**src/rtl/serial_word_feeder.sv**
```systemverilog
// Buffers parallel words in a small FIFO and serializes them MSB-first, one bit per clock.
// Define SERIAL_FEEDER_PARITY_EN to append an even-parity bit to every frame.
module serial_word_feeder #(
    parameter int   WIDTH    = 8,
    parameter int   DEPTH    = 4,
    parameter logic IDLE_BIT = 1'b0
) (
    input  logic                     clk,
    input  logic                     reset,
    input  logic [WIDTH-1:0]         data_in,
    input  logic                     data_valid,
    output logic                     data_ready,
    output logic                     out,
    output logic                     bit_valid,
    output logic                     word_done,
    output logic                     busy,
    output logic [$clog2(DEPTH):0]   level
);

    localparam int PW = $clog2(DEPTH);
    localparam int CW = $clog2(WIDTH);

    typedef enum logic [1:0] {
        IDLE,
        SHIFT
`ifdef SERIAL_FEEDER_PARITY_EN
        , PARITY
`endif
    } state_t;

    logic [WIDTH-1:0] mem [DEPTH];
    logic [PW-1:0]    wr_ptr, rd_ptr;
    logic             push, pop, end_frame;

    state_t           state, state_next;
    logic [WIDTH-1:0] shreg, shreg_next;
    logic [CW-1:0]    cnt, cnt_next;
    logic             out_next, bit_valid_next, word_done_next;
`ifdef SERIAL_FEEDER_PARITY_EN
    logic             par, par_next;
`endif

    // Space is judged on occupancy alone, so a pop never frees room for a same-edge push.
    assign data_ready = (level != (PW+1)'(DEPTH));
    assign push       = data_valid && data_ready;
    assign busy       = (state != IDLE);

    always_ff @(posedge clk) begin
        if (push) begin
            mem[wr_ptr] <= data_in;
        end
    end

    always_ff @(posedge clk or posedge reset) begin
        if (reset) begin
            wr_ptr <= '0;
            rd_ptr <= '0;
            level  <= '0;
        end else begin
            if (push) wr_ptr <= wr_ptr + PW'(1);
            if (pop)  rd_ptr <= rd_ptr + PW'(1);
            if (push && !pop)      level <= level + (PW+1)'(1);
            else if (pop && !push) level <= level - (PW+1)'(1);
        end
    end

    always_ff @(posedge clk or posedge reset) begin
        if (reset) begin
            state     <= IDLE;
            shreg     <= '0;
            cnt       <= '0;
            out       <= IDLE_BIT;
            bit_valid <= 1'b0;
            word_done <= 1'b0;
`ifdef SERIAL_FEEDER_PARITY_EN
            par       <= 1'b0;
`endif
        end else begin
            state     <= state_next;
            shreg     <= shreg_next;
            cnt       <= cnt_next;
            out       <= out_next;
            bit_valid <= bit_valid_next;
            word_done <= word_done_next;
`ifdef SERIAL_FEEDER_PARITY_EN
            par       <= par_next;
`endif
        end
    end

    // Outputs are computed one cycle ahead so they leave the block straight from flops.
    always_comb begin
        state_next     = state;
        shreg_next     = shreg;
        cnt_next       = cnt;
        out_next       = out;
        bit_valid_next = bit_valid;
        word_done_next = word_done;
        pop            = 1'b0;
        end_frame      = 1'b0;
`ifdef SERIAL_FEEDER_PARITY_EN
        par_next       = par;
`endif

        case (state)
            IDLE: begin
                end_frame = 1'b1;
            end
            SHIFT: begin
                if (cnt != '0) begin
                    shreg_next = shreg << 1;
                    cnt_next   = cnt - CW'(1);
                    out_next   = shreg[WIDTH-2];
`ifdef SERIAL_FEEDER_PARITY_EN
                    word_done_next = 1'b0;
`else
                    word_done_next = (cnt == CW'(1));
`endif
                end else begin
`ifdef SERIAL_FEEDER_PARITY_EN
                    state_next     = PARITY;
                    out_next       = par;
                    word_done_next = 1'b1;
`else
                    end_frame = 1'b1;
`endif
                end
            end
`ifdef SERIAL_FEEDER_PARITY_EN
            PARITY: begin
                end_frame = 1'b1;
            end
`endif
            default: begin
                state_next = IDLE;
            end
        endcase

        // Reload straight from the FIFO head so consecutive frames have no gap.
        if (end_frame) begin
            if (level != '0) begin
                pop            = 1'b1;
                shreg_next     = mem[rd_ptr];
                cnt_next       = CW'(WIDTH - 1);
                state_next     = SHIFT;
                out_next       = mem[rd_ptr][WIDTH-1];
                bit_valid_next = 1'b1;
                word_done_next = 1'b0;
`ifdef SERIAL_FEEDER_PARITY_EN
                par_next       = ^mem[rd_ptr];
`endif
            end else begin
                state_next     = IDLE;
                out_next       = IDLE_BIT;
                bit_valid_next = 1'b0;
                word_done_next = 1'b0;
            end
        end
    end

endmodule

```
**config.mk**
```make
export PLATFORM = sky130hd
export DESIGN_NAME = serial_word_feeder
export DESIGN_NICKNAME = d
export VERILOG_FILES = /design/src/rtl/serial_word_feeder.sv
export SDC_FILE = /design/constraint.sdc
export NUM_CORES = 1
export LEC_CHECK = 0
export CAP_MARGIN = 20
export CORE_UTILIZATION = 40
export CTS_BUF_LIST = sky130_fd_sc_hd__clkbuf_2
export DETAILED_ROUTE_END_ITERATION = 16
export SKIP_LAST_GASP = 1
export SYNTH_ARGS = -nofsm -noshare
export SYNTH_HDL_FRONTEND = slang
export SYNTH_SLANG_ARGS = --single-unit
```
**constraint.sdc**
```tcl
create_clock -name clk -period 2.9 [get_ports clk]
set_input_delay 0.58 -clock clk [delete_from_list [all_inputs] [get_ports clk]]
set_output_delay 0.58 -clock clk [all_outputs]
set_load 0.01 [all_outputs]
```
**Run 1: placed cells, one colour a class**

Scale: 4 px per micron.
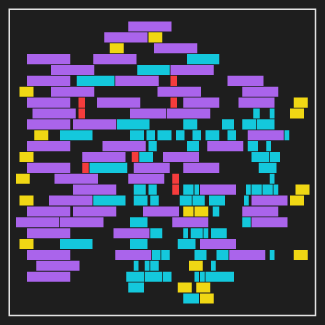
- cyan: all other logic (cells 72; share of their area 29%)
- yellow: other buffers and delay cells (cells 19; share of their area 7.8%)
- red: clock drivers and dummy loads (cells 8; share of their area 1.7%)
- purple: flip-flops (cells 53; share of their area 62%)

**Run 1: met1 routing**

Scale: 6 px per micron.
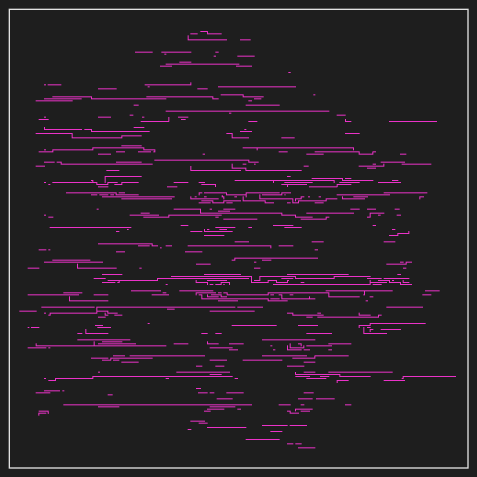
- main direction: horizontal
- share of all routed wire: 44%

==> results_dict.tcl, run 1 <==
# yosys + openroad results
set metrics [dict create \
    cap_violations 0 \
    totalPowerFinal_mw 2.278 \
    finalClockPeriodUsage 0.8052 \
    cp_common_cell "inv_1" \
    internal-power_mw 1.538 \
    worst-endpoint-required_ns 3.24 \
    whs_ns 0.5039 \
    yosys-stat-area_sq_um 2202 \
    synth_area_sq_um 2202 \
    power_frac_seq 0.529 \
    synth_top_area_share 0.4364 \
    p_comb_frac 0.352 \
    drc 0 \
    firstDrtPassIters 4 \
    dp_slack_ns 0.3584 \
    synth_flop_count 53 \
    p_sw_uw 740.2 \
    cts_setup_buffers 0 \
    antenna_found_initial 0 \
    edf_count 32 \
    power_frac_clock 0.119 \
    track_usage 0.1336 \
    cts_resized 0 \
    placed_area_sq_um 2446 \
    warnings 31 \
    cts-root-buf "clkbuf_2" \
    initCoreUtil 0.4231 \
    diodes 0 \
    p_leak_nw 0.9781 \
    rsz0062_at_grt "no" \
    hold_buffers 0 \
    grt-ovfl-total 0 \
    port_buffers 18 \
    clockBufferDepth 2 \
    relSlewSlack 0.4618 \
    grt_busiest_layer "met2" \
    setup_ws_ns 0.5649 \
    postSynthSeqShare 0.6750 \
    cts_tree "built" \
    synth_area_per_cell_sq_um 16.94 \
    path_cells "inv_1 > ha_1 > nand2b_1 > a21oi_2 > inv_1 > ha_1 > inv_1 > fa_1 > xor2_1 > nor2_1 > xor2_1" \
    ys_cells 130 \
    top_cells_by_count "edfxtp_1, dfrtp_1, inv_1" \
    cp_max_fo 11 \
    rows 26 \
    yosysUniqueCellTypes 31 \
    wl_microns 3478 \
    powerDensity_nw_per_um2 916.4 \
    top_cell "edfxtp_1" \
    cts_made_buffers 5 \
    status "completed" \
    clk_latency_ns 0.40 \
    nFillCells 469 \
    crit_family "adder cells" \
    gp_congestion 0.6820 \
    die_area_sq_um 5806 \
    post-synth-top-area-cell "edfxtp_1" \
    slew_viol_final 0 \
    hold_viol 0 \
    cts.sinks 53 \
    htree_num_levels 2 \
    via_count 1145 \
    final_area_sq_um 2486 \
    ys_async_sr_fraction 0.3962 \
    flop_cell "edfxtp_1" \
    synthTopCellsByArea "edfxtp_1, dfrtp_1, mux4_2, ha_1, a221o_1" \
    fin_cells 222 \
    drive_above_1_share 0.1316 \
    setup_viol 0 \
    r2r_slack_ns 0.56 \
    startpoint_type "register" \
    worst_pin_slew_ns 0.8064 \
    fmaxAchievable_ghz 0.4282 \
    boundaryPins 19 \
    die_y_microns 76.20 \
    yosysWarnings 0 \
    viasPerCell 5.158 \
    synthCells 130 \
    cts.reportedPaths.clkPinSlew_ns 0.23 \
    fin_skew_ns 0.005756 \
    cp-end-kind "register" \
    cpPeakStageDelay_ns 0.41 \
    syn2layout_area_growth_pct 12.90 \
    wire_per_inst_microns 15.67 \
    min_period_ns 2.335 \
    grt_pass1_wl_microns 5830 \
    crit_buf_inv 3 \
    fp.dieW_microns 76.20 \
    gr-usage-met1 0.1803 \
    place_hpwl_microns 2388 \
    synth_nets 150 \
    tns_ns 0 \
    coreArea_sq_um 5205 \
    slowest_stage "dfrtp_1" \
    grt_start_max_net_pins 22 \
    irDropWorstVdd_mv 0.3854 \
    switching_share 0.3249 \
    hp-class "reg -> reg" \
    arrival_ns 2.68 \
    first_global_vias 1154 \
    antenna_left 0 \
    critical_path_class "reg -> reg" \
    drt-initial-drc-count 73 \
    fin_util 0.4776 \
    nets 171 \
    placed_cells 214 \
]
**Run 1: zoomed window**

Window x 7 to 32, y 45 to 70 microns. Cells in grey, sequential cells in the stronger grey; small squares are vias.
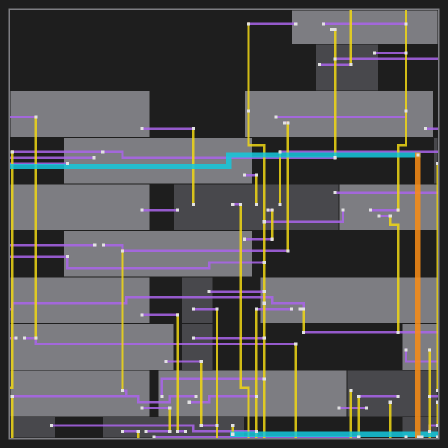
- yellow: met2
- orange: met4
- cyan: met3
- purple: met1
- cells with their middle in the window: 17
- sequential cells in the window: 12
- most frequent: edfxtp_1 (12), clkbuf_2 (2)
- netlist names of flops here include: mem (12)

**Run 1: congestion heat map**

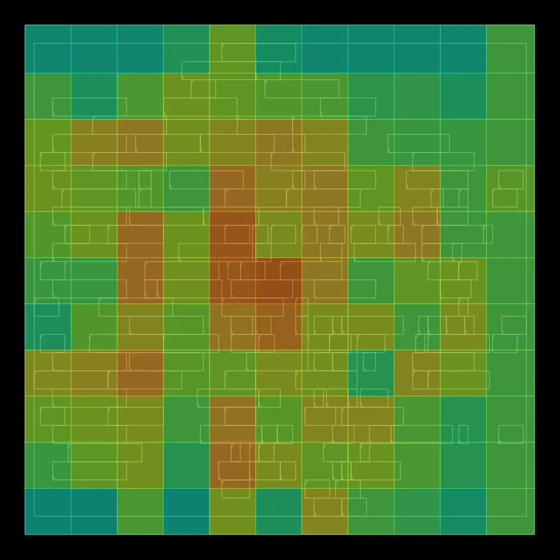
GR Layer Usage met3: 0.02515
met2 Usage GRT: 0.2155

## run 1: placed cells by master, fill, tap and decap left out, types with 5 or more instances in the layout
master,count
clkdlybuf4s50_1,18
dfrtp_1,21
a221o_1,6
ha_1,8
and3_1,6
inv_1,10
clkbuf_2,6
and2_1,5
mux4_2,6
edfxtp_1,32
## run 1: final timing paths
kind,startpoint,to,cells past startpoint
max,cnt[0],level[2],11
min,cnt[2],word_done,1
max reg2reg,cnt[0],level[2],11
min reg2reg,cnt[2],word_done,1
max in group asynchronous,reset,shreg[4],2
min in group asynchronous,reset,wr_ptr[1],2
## run 1: power groups by stage
stage / registers [mW] / clock network, mW / logic [mW]
2_1_floorplan: 1.16 / 0 / 0.615
3_3_place_gp: 1.22 / 0 / 0.771
3_5_place_dp: 1.23 / 0 / 0.822
4_1_cts: 1.22 / 0.284 / 0.822
5_1_grt: 1.24 / 0.306 / 0.889
6_report: 1.21 / 0.270 / 0.802
## run 1: flip-flops by register name (all words and copies together), names as in the netlist
signal and flops:
level 3, shreg 7, state 1, word_done 1, mem 32, wr_ptr 2
cnt 3, out 1, bit_valid 1, rd_ptr 2
## run 1: layout make-up
| class | count | area (sq um) | area share |
|---|---|---|---|
| clock inverter | 2 | 10.01 | 0.004026 |
| clock buffer | 6 | 30.03 | 0.01208 |
| timing repair buffer | 19 | 187.7 | 0.07549 |
| multi-input combinational | 62 | 646.9 | 0.2602 |
| sequential | 53 | 1486 | 0.5979 |
| tap | 70 | 87.58 | 0.03523 |
| inverter | 10 | 37.54 | 0.01510 |
## run 1: cell families after synthesis
family,after synthesis,synth area share
XOR/XNOR,6,0.02387
multiplexers,11,0.1000
AND-OR/OR-AND,15,0.06194
AND/OR/NAND/NOR,21,0.05341
flip-flops,53,0.6750
adder cells (fa/ha/maj),9,0.05455
buffers and inverters,15,0.03125
## run 1: metal layers
metal  up-vias  part of all wire
li1        523                 -
met1       591              0.44
met2        26              0.51
met3         5             0.037
met4         0             0.013
met5         -                 0
==> inputs of run 2 (changes only) <==
==> constraint.sdc (replaced) <==
create_clock -name clk -period 2.45 [get_ports clk]
set_input_delay 0.49 -clock clk [delete_from_list [all_inputs] [get_ports clk]]
set_output_delay 0.49 -clock clk [all_outputs]
set_load 0.01 [all_outputs]
==> results_dict.tcl, run 2 <==
# yosys + openroad results
set metrics [dict create \
    yosysUniqueCellTypes 31 \
    min_period_ns 2.187 \
    boundaryPins 19 \
    dp_slack_ns 0.1845 \
    drive_above_1_share 0.1419 \
    grt_start_max_net_pins 22 \
    post-synth-top-area-cell "edfxtp_1" \
    slew_viol_final 0 \
    place_hpwl_microns 2361 \
    synthTopCellsByArea "edfxtp_1, dfrtp_1, mux4_2, ha_1, a221o_1" \
    clk_latency_ns 0.42 \
    flop_cell "edfxtp_1" \
    hold_viol 0 \
    edf_count 32 \
    yosysWarnings 0 \
    critical_path_class "reg -> out" \
    postSynthSeqShare 0.6750 \
    synth_nets 150 \
    placed_area_sq_um 2469 \
    drt-initial-drc-count 56 \
    hold_buffers 0 \
    regMostFlops "mem" \
    worst_pin_slew_ns 0.5484 \
    die_y_microns 76.20 \
    final_common_cell "edfxtp_1" \
    relSlewSlack 0.6322 \
    reg.largest.list "mem: 32 flops, shreg: 7 flops" \
    synth_area_per_cell_sq_um 16.94 \
    first_global_vias 1204 \
    diodes 0 \
    p_leak_nw 0.9960 \
    placed_cells 217 \
    cts_setup_buffers 0 \
    fmaxAchievable_ghz 0.4573 \
    synth_top_area_share 0.4364 \
    worst-endpoint-required_ns 1.96 \
    powerDensity_nw_per_um2 1108 \
    fin_skew_ns 0.01853 \
    ys_async_sr_fraction 0.3962 \
    hp-class "in -> async" \
    cts_made_buffers 5 \
    top_cell "edfxtp_1" \
    coreArea_sq_um 5205 \
    cp-end-kind "output port" \
    final_area_sq_um 2535 \
    synth_area_sq_um 2202 \
    finalClockPeriodUsage 0.8926 \
    cts_resized 0 \
    mostFrequentLayoutCells "edfxtp_1, dfrtp_1, clkdlybuf4s50_1, inv_1, ha_1" \
    clockBufferDepth 2 \
    arrival_ns 1.70 \
    yosys-stat-area_sq_um 2202 \
    fin_cells 225 \
    die_area_sq_um 5806 \
    ys_cells 130 \
    cts.reportedPaths.clkPinSlew_ns 0.24 \
    warnings 31 \
    antenna_left 0 \
    setup_ws_ns 0.2633 \
    largest_reg_flops 32 \
    wire_per_inst_microns 15.19 \
    cts.sinks 53 \
    antenna_found_initial 0 \
    drc 0 \
    nets 174 \
    synth_flop_count 53 \
    port_buffers 18 \
    htree_num_levels 2 \
    gp_congestion 0.7246 \
    rows 26 \
    top_cells_by_count "edfxtp_1, dfrtp_1, inv_1" \
    cp_max_fo 5 \
    status "completed" \
    tns_ns 0 \
    viasPerCell 4.960 \
    startpoint_type "register" \
]
==> run 2: critical path, cell delays in order (launching register included) <==
cell,delay (ns)
dfrtp_1,0.50
nor2_1,0.23
nand2_1,0.08
clkdlybuf4s50_1,0.48
==> run 2: cell families after synthesis <==
group	share of synthesized area
DFF	0.6750
and+or+nand+nor	0.05341
AOI/OAI and AO/OA	0.06194
buffers and inverters	0.03125
muxes	0.1000
adders and majority gates	0.05455
xor gates and xnor gates	0.02387
==> run 2: routing by layer <==
layer,GRT usage,share of wire
met1,0.1727,0.45
met3,0.04192,0.029
met2,0.2245,0.51
met4,0.03846,0.0099
met5,0,0
==> run 2: final timing paths <==
kind                       slack (ns)  cells past startpoint          to  startpoint
setup / recovery                 0.26                      3  data_ready    level[0]
max in group asynchronous        1.86                      3   wr_ptr[0]       reset
hold / removal                   0.37                      3    state[0]       reset
hold reg to reg                  0.49                      1   word_done      cnt[2]
min in group clk                 0.49                      1   word_done      cnt[2]
setup reg to reg                 0.35                      9    level[2]    level[2]
==> run 2: cell type report <==
| type | instances | area (sq um) |
|---|---|---|
| clock buffers | 5 | 25.02 |
| clock inverters | 3 | 41.29 |
| fillers | 456 | 2670 |
| inverters | 10 | 37.54 |
| multi-input cells | 62 | 646.9 |
| flip-flops and latches | 53 | 1486 |
| well taps | 70 | 87.58 |
| repair buffers | 22 | 210.2 |
==> run 2: report_power, final <==
part	leakage, nW	total (mW)	internal, mW	switching, mW
Sequential	0.547	1.42	1.22	0.199
Combinational	0.412	0.959	0.534	0.426
Clock	0.0366	0.427	0.169	0.258
**Run 2: congestion heat map**

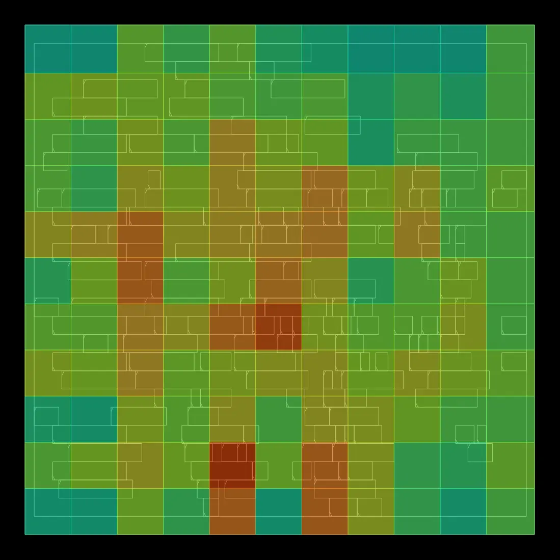
Most Crowded Layer GR: met2
Util after Layout: 0.4870
GR Util met1: 0.1727
GR Layer Usage met3: 0.04192

**Run 2: met1 routing**

Scale: 6 px per micron.
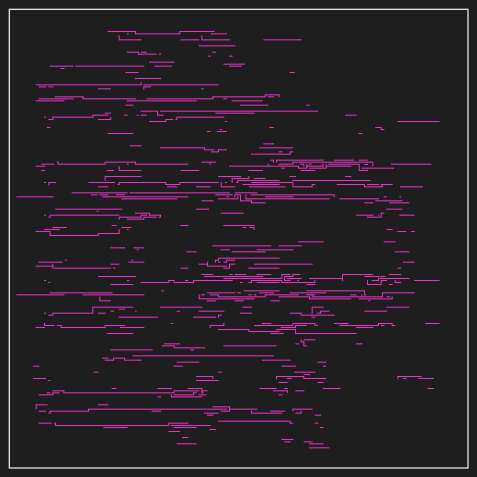
vias: 1116
Routed WL: 3418 microns

No activity file was given, so power comes from the tool's default toggle rates.
